==> src/rtl/dram_user_arbiter.sv <==
// Two-requester round-robin arbiter for the DDR2 user command port: merges
// commands, sequences two-beat write bursts and steers read returns by tag.
module dram_user_arbiter #(
    parameter int DATA_W    = 144,
    parameter int BE_W      = 18,
    parameter int ADDR_W    = 32,
    parameter int TAG_DEPTH = 16
) (
    input  logic                         clk,
    input  logic                         reset,
    input  logic                         phy_ready,
    input  logic                         r0_cmd_valid,
    input  logic                         r0_cmd_rnw,
    input  logic [ADDR_W-1:0]            r0_cmd_addr,
    input  logic [DATA_W-1:0]            r0_wr_data,
    input  logic [BE_W-1:0]              r0_wr_be,
    output logic                         r0_cmd_ack,
    output logic                         r0_rd_valid,
    input  logic                         r1_cmd_valid,
    input  logic                         r1_cmd_rnw,
    input  logic [ADDR_W-1:0]            r1_cmd_addr,
    input  logic [DATA_W-1:0]            r1_wr_data,
    input  logic [BE_W-1:0]              r1_wr_be,
    output logic                         r1_cmd_ack,
    output logic                         r1_rd_valid,
    output logic [DATA_W-1:0]            rd_data,
    output logic                         dram_cmd_valid,
    output logic                         dram_cmd_rnw,
    output logic [ADDR_W-1:0]            dram_cmd_addr,
    output logic [DATA_W-1:0]            dram_wr_data,
    output logic [BE_W-1:0]              dram_wr_be,
    input  logic                         dram_ready,
    input  logic                         dram_rd_valid,
    input  logic [DATA_W-1:0]            dram_rd_data,
    output logic                         rd_err,
    output logic [$clog2(TAG_DEPTH):0]   outstanding
);
    localparam int PTR_W = $clog2(TAG_DEPTH);
    localparam int CNT_W = PTR_W + 1;

    localparam logic [2:0] ST_INIT     = 3'd0;
    localparam logic [2:0] ST_ARB      = 3'd1;
    localparam logic [2:0] ST_RD_ISSUE = 3'd2;
    localparam logic [2:0] ST_WR_B0    = 3'd3;
    localparam logic [2:0] ST_WR_B1    = 3'd4;

    logic [2:0]        state_reg;
    logic              grant_reg;
    logic              last_grant_reg;
    logic              cmd_valid_reg;
    logic              cmd_rnw_reg;
    logic [ADDR_W-1:0] cmd_addr_reg;
    logic [DATA_W-1:0] wr_data_reg;
    logic [BE_W-1:0]   wr_be_reg;

    logic              tag_mem [TAG_DEPTH];
    logic [PTR_W-1:0]  wr_ptr_reg;
    logic [PTR_W-1:0]  rd_ptr_reg;
    logic [CNT_W-1:0]  count_reg;

    logic [1:0]        rd_valid_reg;
    logic [DATA_W-1:0] rd_data_reg;
    logic              rd_err_reg;

    logic [1:0]        req_valid;
    logic [1:0]        req_rnw;
    logic [1:0]        eligible;
    logic [1:0]        ack_vec;
    logic              fifo_full;
    logic              fifo_empty;
    logic              arb_go;
    logic              arb_pick;
    logic              xfer;
    logic              beat1_load;
    logic              ack_id;
    logic              ack_any;
    logic              push;
    logic              pop;
    logic              sel_rnw;
    logic [ADDR_W-1:0] sel_addr;
    logic [DATA_W-1:0] sel_data;
    logic [BE_W-1:0]   sel_be;

    assign req_valid  = {r1_cmd_valid, r0_cmd_valid};
    assign req_rnw    = {r1_cmd_rnw, r0_cmd_rnw};
    assign fifo_full  = (count_reg == CNT_W'(TAG_DEPTH));
    assign fifo_empty = (count_reg == '0);

    // A full tag FIFO only blocks reads; writes remain eligible.
    genvar gi;
    generate
        for (gi = 0; gi < 2; gi++) begin : g_req
            assign eligible[gi] = req_valid[gi] && (!req_rnw[gi] || !fifo_full);
            assign ack_vec[gi]  = ack_any && (ack_id == gi[0]);
        end
    endgenerate

    assign arb_go     = (state_reg == ST_ARB) && (eligible != 2'b00);
    assign arb_pick   = (eligible == 2'b11) ? !last_grant_reg : eligible[1];
    assign xfer       = cmd_valid_reg && dram_ready;
    assign beat1_load = (state_reg == ST_WR_B0) && xfer;
    assign ack_id     = (state_reg == ST_ARB) ? arb_pick : grant_reg;
    assign ack_any    = !reset && (arb_go || beat1_load);
    assign push       = (state_reg == ST_RD_ISSUE) && xfer;
    assign pop        = dram_rd_valid && !fifo_empty;

    assign sel_rnw  = ack_id ? r1_cmd_rnw  : r0_cmd_rnw;
    assign sel_addr = ack_id ? r1_cmd_addr : r0_cmd_addr;
    assign sel_data = ack_id ? r1_wr_data  : r0_wr_data;
    assign sel_be   = ack_id ? r1_wr_be    : r0_wr_be;

    always_ff @(posedge clk) begin
        if (reset) begin
            state_reg      <= ST_INIT;
            grant_reg      <= 1'b0;
            last_grant_reg <= 1'b1;
            cmd_valid_reg  <= 1'b0;
            cmd_rnw_reg    <= 1'b0;
            cmd_addr_reg   <= '0;
            wr_data_reg    <= '0;
            wr_be_reg      <= '0;
        end else begin
            case (state_reg)
                ST_INIT: begin
                    if (phy_ready) state_reg <= ST_ARB;
                end
                ST_ARB: begin
                    if (arb_go) begin
                        grant_reg     <= arb_pick;
                        cmd_valid_reg <= 1'b1;
                        cmd_rnw_reg   <= sel_rnw;
                        cmd_addr_reg  <= sel_addr;
                        wr_data_reg   <= sel_data;
                        wr_be_reg     <= sel_be;
                        state_reg     <= sel_rnw ? ST_RD_ISSUE : ST_WR_B0;
                    end
                end
                ST_RD_ISSUE: begin
                    if (xfer) begin
                        cmd_valid_reg  <= 1'b0;
                        last_grant_reg <= grant_reg;
                        state_reg      <= ST_ARB;
                    end
                end
                ST_WR_B0: begin
                    // Address is held; only the data beat advances.
                    if (xfer) begin
                        wr_data_reg <= sel_data;
                        wr_be_reg   <= sel_be;
                        state_reg   <= ST_WR_B1;
                    end
                end
                ST_WR_B1: begin
                    if (xfer) begin
                        cmd_valid_reg  <= 1'b0;
                        last_grant_reg <= grant_reg;
                        state_reg      <= ST_ARB;
                    end
                end
                default: state_reg <= ST_INIT;
            endcase
        end
    end

    always_ff @(posedge clk) begin
        if (push) tag_mem[wr_ptr_reg] <= grant_reg;
    end

    always_ff @(posedge clk) begin
        if (reset) begin
            wr_ptr_reg   <= '0;
            rd_ptr_reg   <= '0;
            count_reg    <= '0;
            rd_valid_reg <= '0;
            rd_data_reg  <= '0;
            rd_err_reg   <= 1'b0;
        end else begin
            if (push) wr_ptr_reg <= wr_ptr_reg + PTR_W'(1);
            if (pop)  rd_ptr_reg <= rd_ptr_reg + PTR_W'(1);
            count_reg    <= count_reg + CNT_W'(push) - CNT_W'(pop);
            rd_valid_reg <= '0;
            if (dram_rd_valid) begin
                rd_data_reg <= dram_rd_data;
                if (fifo_empty) rd_err_reg <= 1'b1;
                else            rd_valid_reg[tag_mem[rd_ptr_reg]] <= 1'b1;
            end
        end
    end

    assign r0_cmd_ack     = ack_vec[0];
    assign r1_cmd_ack     = ack_vec[1];
    assign r0_rd_valid    = rd_valid_reg[0];
    assign r1_rd_valid    = rd_valid_reg[1];
    assign rd_data        = rd_data_reg;
    assign dram_cmd_valid = cmd_valid_reg;
    assign dram_cmd_rnw   = cmd_rnw_reg;
    assign dram_cmd_addr  = cmd_addr_reg;
    assign dram_wr_data   = wr_data_reg;
    assign dram_wr_be     = wr_be_reg;
    assign rd_err         = rd_err_reg;
    assign outstanding    = count_reg;
endmodule

==> config.mk <==
export PLATFORM = sky130hd
export DESIGN_NAME = dram_user_arbiter
export DESIGN_NICKNAME = d
export VERILOG_FILES = /design/src/rtl/dram_user_arbiter.sv
export SDC_FILE = /design/constraint.sdc
export NUM_CORES = 1
export LEC_CHECK = 0
export ABC_CLOCK_PERIOD_IN_PS = 6320
export CAP_MARGIN = 20
export CORE_AREA = 2 2 350 352
export CTS_CLUSTER_SIZE = 24
export DETAILED_ROUTE_END_ITERATION = 10
export DIE_AREA = 0 0 352 354
export GPL_TIMING_DRIVEN = 0
export HOLD_SLACK_MARGIN = 0.02
export PLACE_DENSITY = 0.42
export SLEW_MARGIN = 10
export SYNTH_ARGS = -nofsm -noshare
export SYNTH_HDL_FRONTEND = slang
export SYNTH_SLANG_ARGS = --single-unit
==> constraint.sdc <==
create_clock -name clk -period 6.32 [get_ports clk]
set_input_delay 0.632 -clock clk [delete_from_list [all_inputs] [get_ports clk]]
set_output_delay 0.632 -clock clk [all_outputs]
set_load 0.02 [all_outputs]
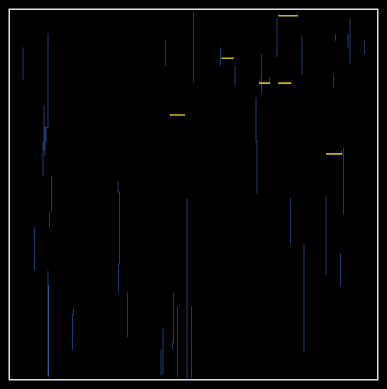
**Above:** run 1 (metal layers overlaid).
Two of the layers only.
Blue marks met4, wire length 1,900 um. Yellow marks met5, wire length 74.5 um.

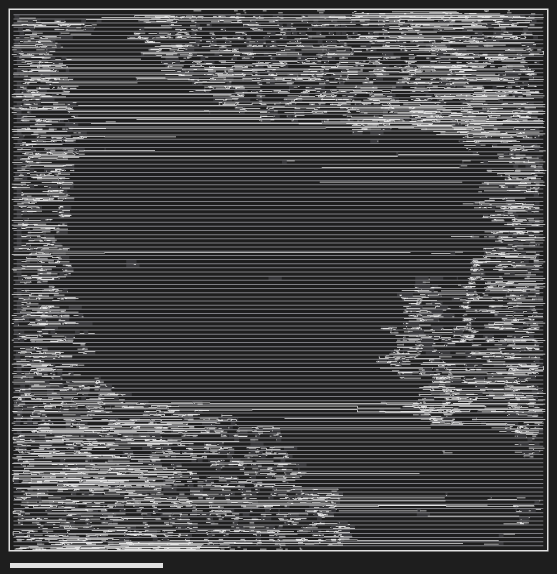
**Above:** run 1 (signal wires on met1).
Bar = 100 um. Supply wires on this layer in gray. Cells faint in the background.
The longest straight run is 290 um. The layer carries 34.1 mm of wire. The layer holds 41% of the routed length. The wires run mostly horizontal.

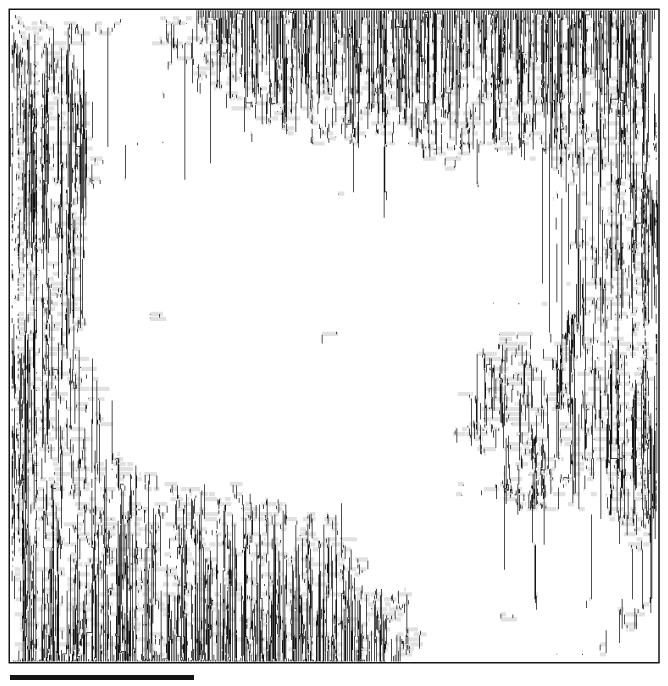
**Above:** run 1 (metal 2).
Bar = 100 um. Cells faint in the background.
2,477 nets have wire on it. The layer holds 48% of the routed length. The layer carries 40.4 mm of wire. The longest straight run is 135 um.

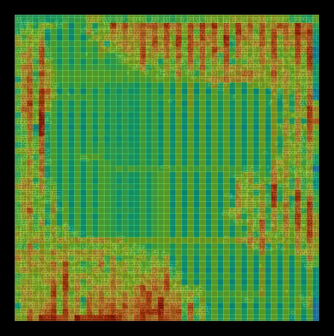
**Above:** run 1 (track usage over the die).
Util after Layout: 23.0%
gr busiest metal: met2
met1 usage: 15.0%
total track usage: 12.9%
GRT met3 Usage: 5.17%

==> ci_impl_report.md, run 1 <==
### Flow metrics

| Metric | Value |
|---|---|
| Status | finished clean |
| Setup slack after layout | approximately 950 ps |
| IO Port Bufs | 890 |
| Sequential-to-total area share from yosys stat | between 50 and 60% |
| I/O pin cnt | 891 |
| Worst path cell trace | inv_1 > ha_1 > nor4bb_1 > a211o_1 > o21ai_2 > o21ai_1 > clkbuf_1 > clkbuf_2 > a21oi_1 > clkdlybuf4s50_1 |
| Placed insts | 4,020 |
| Hold_sp | dram_wr_data[119]$_SDFFE_PP0P_ |
| Global route overflow | 0 |
| Seq power | approximately 2.9 mW |
| Routed wl met3 | 7.53 mm |
| Clock buffer depth | 3 |
| Non-clk bufs | 997 |
| Clock-cell share | about 6.3% |
| Yosys chip area | between 15,000 and 20,000 um^2 |
| Final HPWL DP | 69.2 mm |
| Cycle use final | a little over four fifths |
| N_taps | about 1,600 |
| Max_slew headroom | roughly 25% |
| Die Wd | between 300 and 400 um |
| Top cells by count | dfxtp_1 (365), mux2i_1 (341), nor2_1 (209) |
| Top cells, area | dfxtp_1 (49%), mux2i_1 (23%), nor2_1 (5.2%) |
| Area of the multi-input gates | ~6600 um^2 |
| Dominant comb cell | multiplexers |
| Max layer used | met5 |
| Worst setup path start | outstanding[2]$_SDFF_PP0_ |
| Setup violators final | 0 |
| P per Cell Area | ~290 nW/um^2 |
| Largest net degree at the start of global routing | 20 |
| Reg2reg end | dram_wr_data[18]$_SDFFE_PP0P_ |
| CP endpoint | r1_cmd_ack |
| Worst hold slack | 445 ps |
| Logic Gate Count | ~1,000 |
| Crit path depth | 10 |
| Sw power | ~2.5 mW |
| Metal2 WL | 40.4 mm |
| Setup TNS | 0 ps |
| Yosys reg bits | 381 |
| Post-layout net count | approximately 3,000 |
| Net Count, Synth | 2,056 |
| Multiplexer share | between 20% and 30% |
| Fp util | about an eighth |
| Most common cell in the netlist | dfxtp_1 |
| RSZ-0062 raised after global routing | no |
| Post-route non-filler standard cell count | between 4,000 and 5,000 |
| H-tree depth | 2 |
| Maxcap violations | 0 |
| Comb power | between 2 and 2.5 mW |
| Mean Syn Cell Area | between 10 and 15 um^2 |
| First-pass GRT wire length | about 110 mm |
| Synth Instances | 1,504 |
| Placed instance area | between 20,000 and 30,000 um^2 |
| Combinational share of power | between 20% and 30% |
| Most frequent cells in the layout | clkdlybuf4s50_1 (890), dfxtp_1 (365), mux2i_1 (341), nor2_1 (209), nand2_1 (177) |
| Adders+Majority by Area | 0.964% |
| Fill count | between 10,000 and 15,000 |
| Commonest flop | dfxtp_1 |
| Initial drt markers | approximately 480 |
| Routed vias/inst | between 3 and 4 |
| Final Skew | around 14 ps |
| Via Count | about 14,000 |
| Unique cell type count in the Yosys netlist | ~43 |
| LEAKAGE | 9.97 nW |
| Resized cells post-CTS | 0 |
| Complex Gates by Area | slightly above 8% |
| Yosys cell count | approximately 1,500 |
| Clock distribution power | 2.99 mW |
| Root buffer cell | clkbuf_16 |
| Final WL | about 84 mm |
| Seq area share | 28.0% |
| Sequential share of power | a little over a third |
| P_int | roughly 5.5 mW |
| Worst-Margin Slew | about 1100 ps |
| Mapped Area | between 15,000 and 20,000 um^2 |
| Worst min path class | register to register |
| Largest power group | the clock network |
| Top delay family on crit path | buffers and inverters |
| Met1 wire length | roughly 34 mm |
| CP max stage delay | 710 ps |
| Critical path buffers and inverters | 4 |
| Fraction of layout cells with a size suffix above 1 | about 5.3% |
| Critical path capture point type | output port |
| Crit path required time | about 5700 ps |
| RR Startpoint | outstanding[2]$_SDFF_PP0_ |
| Xor/xnor share | 0.524% |
| Leading cell kind | buffers |
| M2 GR Usage | a little over a fifth |
| Vias in the first global route | roughly 15,000 |
| Post-route cell area | about 28,000 um^2 |
| Initial antenna violation count | 20 |
| FF+latch area | between 7000 and 8000 um^2 |
| Max Slew Vio Count | 0 |
| WL/cell | roughly 20 um |
| Clock power share | 37.1% |
| Yosys top cell by area | dfxtp_1 |
| Row cnt | roughly 130 |
| Late-Pin Clk Latency | around 610 ps |
| Clock tree sinks | between 300 and 400 |
| Detailed-route DRC error count | 0 |
| GP Congestion | approximately 0.8 |
| Core area | 121,000 um^2 |
| 1st-pass router iterations | 5 |
| Buffering overhead | between 30 and 40% |
| Yosys warns | 0 |
| Commonest Layout Cell | clkdlybuf4s50_1 |
| P&R area growth vs syn | 84.4% |
| Top area contributor share | between 40% and 50% |
| Switching part of the total | between 30% and 40% |
| Critical Path Slowest Stage Cell | nor4bb_1 |
| Tool warnings | 30 |
| Simple-gate area share of the yosys netlist | approximately 11% |
| Critical Path Fanout Max | 10 |
| Clock transition at path regs | approximately 60 ps |
| Startpoint class of the critical path | register |
| Clock buffer count from CTS | 50 |
| Chip area | around 120,000 um^2 |
| Number of enable flip-flop cells | 16 |
| Cts hold-fix bufs | 0 |
| Reg-to-reg slack, setup | ~2100 ps |
| Crit Path Category | register to output port |
| # diodes | 7 |
| Inverters, non-clock | 12 |
| CTS tree | done |
| DRT antenna net count | 0 |
| Number of flip-flops and latches | 381 |
| Minimum clock period | 5370 ps |
| Buffer count from post-CTS setup fixing | 0 |
| Hold Path Sink | dram_wr_data[119]$_SDFFE_PP0P_ |
| Combinational fraction of the cell area | roughly a quarter |
| Clk_buf instances | approximately 75 |
| Maximum clock frequency | ~0.19 GHz |
| CP arrival | 4740 ps |
| Final hold violations | 0 |
| FF-to-FF path depth | 10 |
| Die y size | 354 um |
| Pre-CTS setup slack | around 1300 ps |
| Max VDD drop | about 0.17 mV |
==> run 1 -> run 2 <==
==> config.mk (replaced) <==
export PLATFORM = sky130hd
export DESIGN_NAME = dram_user_arbiter
export DESIGN_NICKNAME = d
export VERILOG_FILES = /design/src/rtl/dram_user_arbiter.sv
export SDC_FILE = /design/constraint.sdc
export NUM_CORES = 1
export LEC_CHECK = 0
export ABC_CLOCK_PERIOD_IN_PS = 4430
export CAP_MARGIN = 20
export CORE_AREA = 2 2 351 353
export CTS_CLUSTER_SIZE = 24
export DETAILED_ROUTE_END_ITERATION = 10
export DIE_AREA = 0 0 353 355
export GPL_TIMING_DRIVEN = 0
export HOLD_SLACK_MARGIN = 0.02
export PLACE_DENSITY = 0.43
export SLEW_MARGIN = 10
export SYNTH_ARGS = -nofsm -noshare
export SYNTH_HDL_FRONTEND = slang
export SYNTH_SLANG_ARGS = --single-unit
==> constraint.sdc (replaced) <==
create_clock -name clk -period 4.43 [get_ports clk]
set_input_delay 0.443 -clock clk [delete_from_list [all_inputs] [get_ports clk]]
set_output_delay 0.443 -clock clk [all_outputs]
set_load 0.02 [all_outputs]
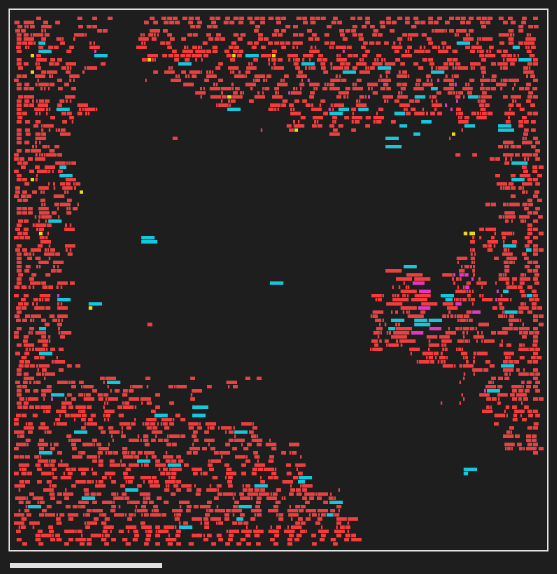
**Above:** run 2 (drive-strength map).
Bar = 100 um.
Cyan marks drive 6 and up, cells 79, share 3.2%. Red marks drive 1 or less, cells 2,360, share 95%. Yellow marks drive 3 to 4, cells 14, share 0.56%. Magenta marks drive 2, cells 28, share 1.1%.

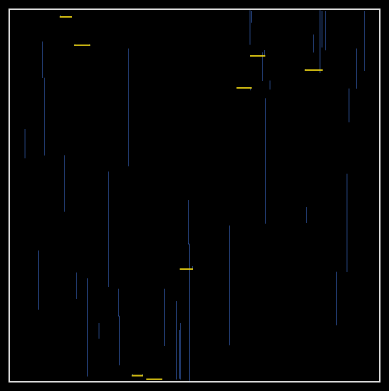
**Above:** run 2 (metal layers overlaid).
Two of the layers only.
Blue marks met4, wire length 1,840 um. Yellow marks met5, wire length 99.4 um.

==> run 2 against run 1 <==
Against the previous run: largest cell class unchanged; first-iteration DRC count rose by 2.5%; count of clock-buffer cells in the layout fell by 3; clock skew rose by 19 ps; core utilization fell by 0.12 points; sequential share of layout area barely moved; global-route usage fell by 0.16 points; via count fell by 0.64%.
==> ci_impl_report.md, run 2 <==
### Flow metrics

| Metric | Value |
|---|---|
| P&R area growth vs syn | 84.1% |
| Leading cell kind | buffers |
| WL/cell | slightly above 20 um |
| GRT met3 Usage | between 6 and 7% |
| Adders+Majority by Area | less than 1% |
| Hold_sp | dram_rd_data[18] |
| Yosys chip area | about 15,000 um^2 |
| Maximum clock frequency | 0.247 GHz |
| Final Skew | 33.6 ps |
| Total track usage | about an eighth |
| Mapped Area | between 15,000 and 20,000 um^2 |
| Final WL | roughly 83 mm |
| Clock power share | between 30% and 40% |
| GP Congestion | ~0.8 |
| Hold Path Sink | rd_data[18]$_SDFFE_PP0P_ |
| Setup TNS | 0 ps |
| Sequential-to-total area share from yosys stat | 51.7% |
| IO Port Bufs | between 800 and 900 |
| Sequential share of power | between 30 and 40% |
| Cts hold-fix bufs | 0 |
| Worst hold slack | 414 ps |
| Placed instance area | 26,000 um^2 |
| Clock transition at path regs | approximately 60 ps |
| LEAKAGE | between 9 and 10 nW |
| I/O pin cnt | 891 |
| Most frequent cells in the layout | clkdlybuf4s50_1 (890), dfxtp_1 (365), mux2i_1 (341), nor2_1 (209), nand2_1 (177) |
| Logic Gate Count | roughly 1,000 |
| Pre-CTS setup slack | 55.6 ps |
| Top delay family on crit path | buffers and inverters |
| Combinational share of power | 27.6% |
| Inverters, non-clock | 12 |
| Worst path cell trace | buf_2 > or3b_1 > buf_2 > a211o_1 > o21ai_1 > buf_4 > buf_12 > buf_8 > nor2_1 > clkdlybuf4s50_1 |
| Buffering overhead | 34.3% |
| Row cnt | 128 |
| Yosys warns | 0 |
| Complex Gates by Area | between 8 and 9% |
| Clock distribution power | 4.18 mW |
| Die y size | approximately 360 um |
| Critical path buffers and inverters | 6 |
| Fraction of layout cells with a size suffix above 1 | 4.88% |
| Dominant comb cell | multiplexers |
| CTS tree | done |
| Core area | ~120,000 um^2 |
| Commonest Layout Cell | clkdlybuf4s50_1 |
| Reg2reg end | dram_wr_data[22]$_SDFFE_PP0P_ |
| Crit path depth | 10 |
| Seq area share | between 20% and 30% |
| Met1 usage | 14.0% |
| Setup violators final | 0 |
| Critical path capture point type | output port |
| Detailed-route DRC error count | 0 |
| Crit Path Category | register to output port |
| Setup slack after layout | slightly below 400 ps |
| FF+latch area | around 7800 um^2 |
| Mean Syn Cell Area | 10.0 um^2 |
| N_taps | between 1,500 and 2,000 |
| RSZ-0062 raised after global routing | no |
| Clk_buf instances | 72 |
| Largest net degree at the start of global routing | 20 |
| Status | finished clean |
| Clock-cell share | under 10% |
| Net Count, Synth | between 2,000 and 2,500 |
| Yosys top cell by area | dfxtp_1 |
| Yosys cell count | approximately 1,500 |
| Comb power | about 3.1 mW |
| Crit path required time | roughly 4000 ps |
| Critical Path Fanout Max | 10 |
| DRT antenna net count | 0 |
| Worst setup path start | state_reg[2]$_SDFFE_PP0P_ |
| Simple-gate area share of the yosys netlist | between 10% and 20% |
| Worst min path class | input port to register |
| Max_slew headroom | about a quarter |
| Startpoint class of the critical path | register |
| Vias in the first global route | 15,000 |
| CP max stage delay | 570 ps |
| Buffer count from post-CTS setup fixing | 0 |
| Post-route non-filler standard cell count | 4,117 |
| Resized cells post-CTS | 4 |
| Met1 wire length | between 30 and 40 mm |
| Unique cell type count in the Yosys netlist | 43 |
| Max VDD drop | roughly 0.32 mV |
| CP endpoint | r0_cmd_ack |
| Yosys reg bits | between 300 and 400 |
| Worst-Margin Slew | about 1100 ps |
| Reg-to-reg slack, setup | roughly 750 ps |
| P_int | around 7.8 mW |
| Top cells, area | dfxtp_1 (49%), mux2i_1 (23%), nor2_1 (5.2%) |
| CP arrival | around 3600 ps |
| P per Cell Area | about 410 nW/um^2 |
| Number of flip-flops and latches | 381 |
| Number of enable flip-flop cells | 16 |
| Fp util | approximately 12% |
| Initial drt markers | between 400 and 500 |
| Placed insts | between 4,000 and 5,000 |
| Most common cell in the netlist | dfxtp_1 |
| Fill count | ~13,000 |
| Switching part of the total | between 30% and 40% |
| Non-clk bufs | about 1,000 |
| Top cells by count | dfxtp_1 (365), mux2i_1 (341), nor2_1 (209) |
| Late-Pin Clk Latency | about 640 ps |
| Largest power group | the clock network |
| Global route overflow | 0 |
| Critical Path Slowest Stage Cell | clkdlybuf4s50_1 |
| Max Slew Vio Count | 0 |
| Routed vias/inst | 3.45 |
| RR Startpoint | outstanding[3]$_SDFF_PP0_ |
| Commonest flop | dfxtp_1 |
| Clock buffer depth | 3 |
| 1st-pass router iterations | 4 |
| Sw power | about 3.6 mW |
| Clock buffer count from CTS | 50 |
| Max layer used | met5 |
| Post-route cell area | roughly 28,000 um^2 |
| Cycle use final | around 90% |
| H-tree depth | 2 |
| Minimum clock period | between 4000 and 5000 ps |
| Gr busiest metal | met2 |
| Xor/xnor share | 0.524% |
No activity file was given, so power comes from the tool's default toggle rates.
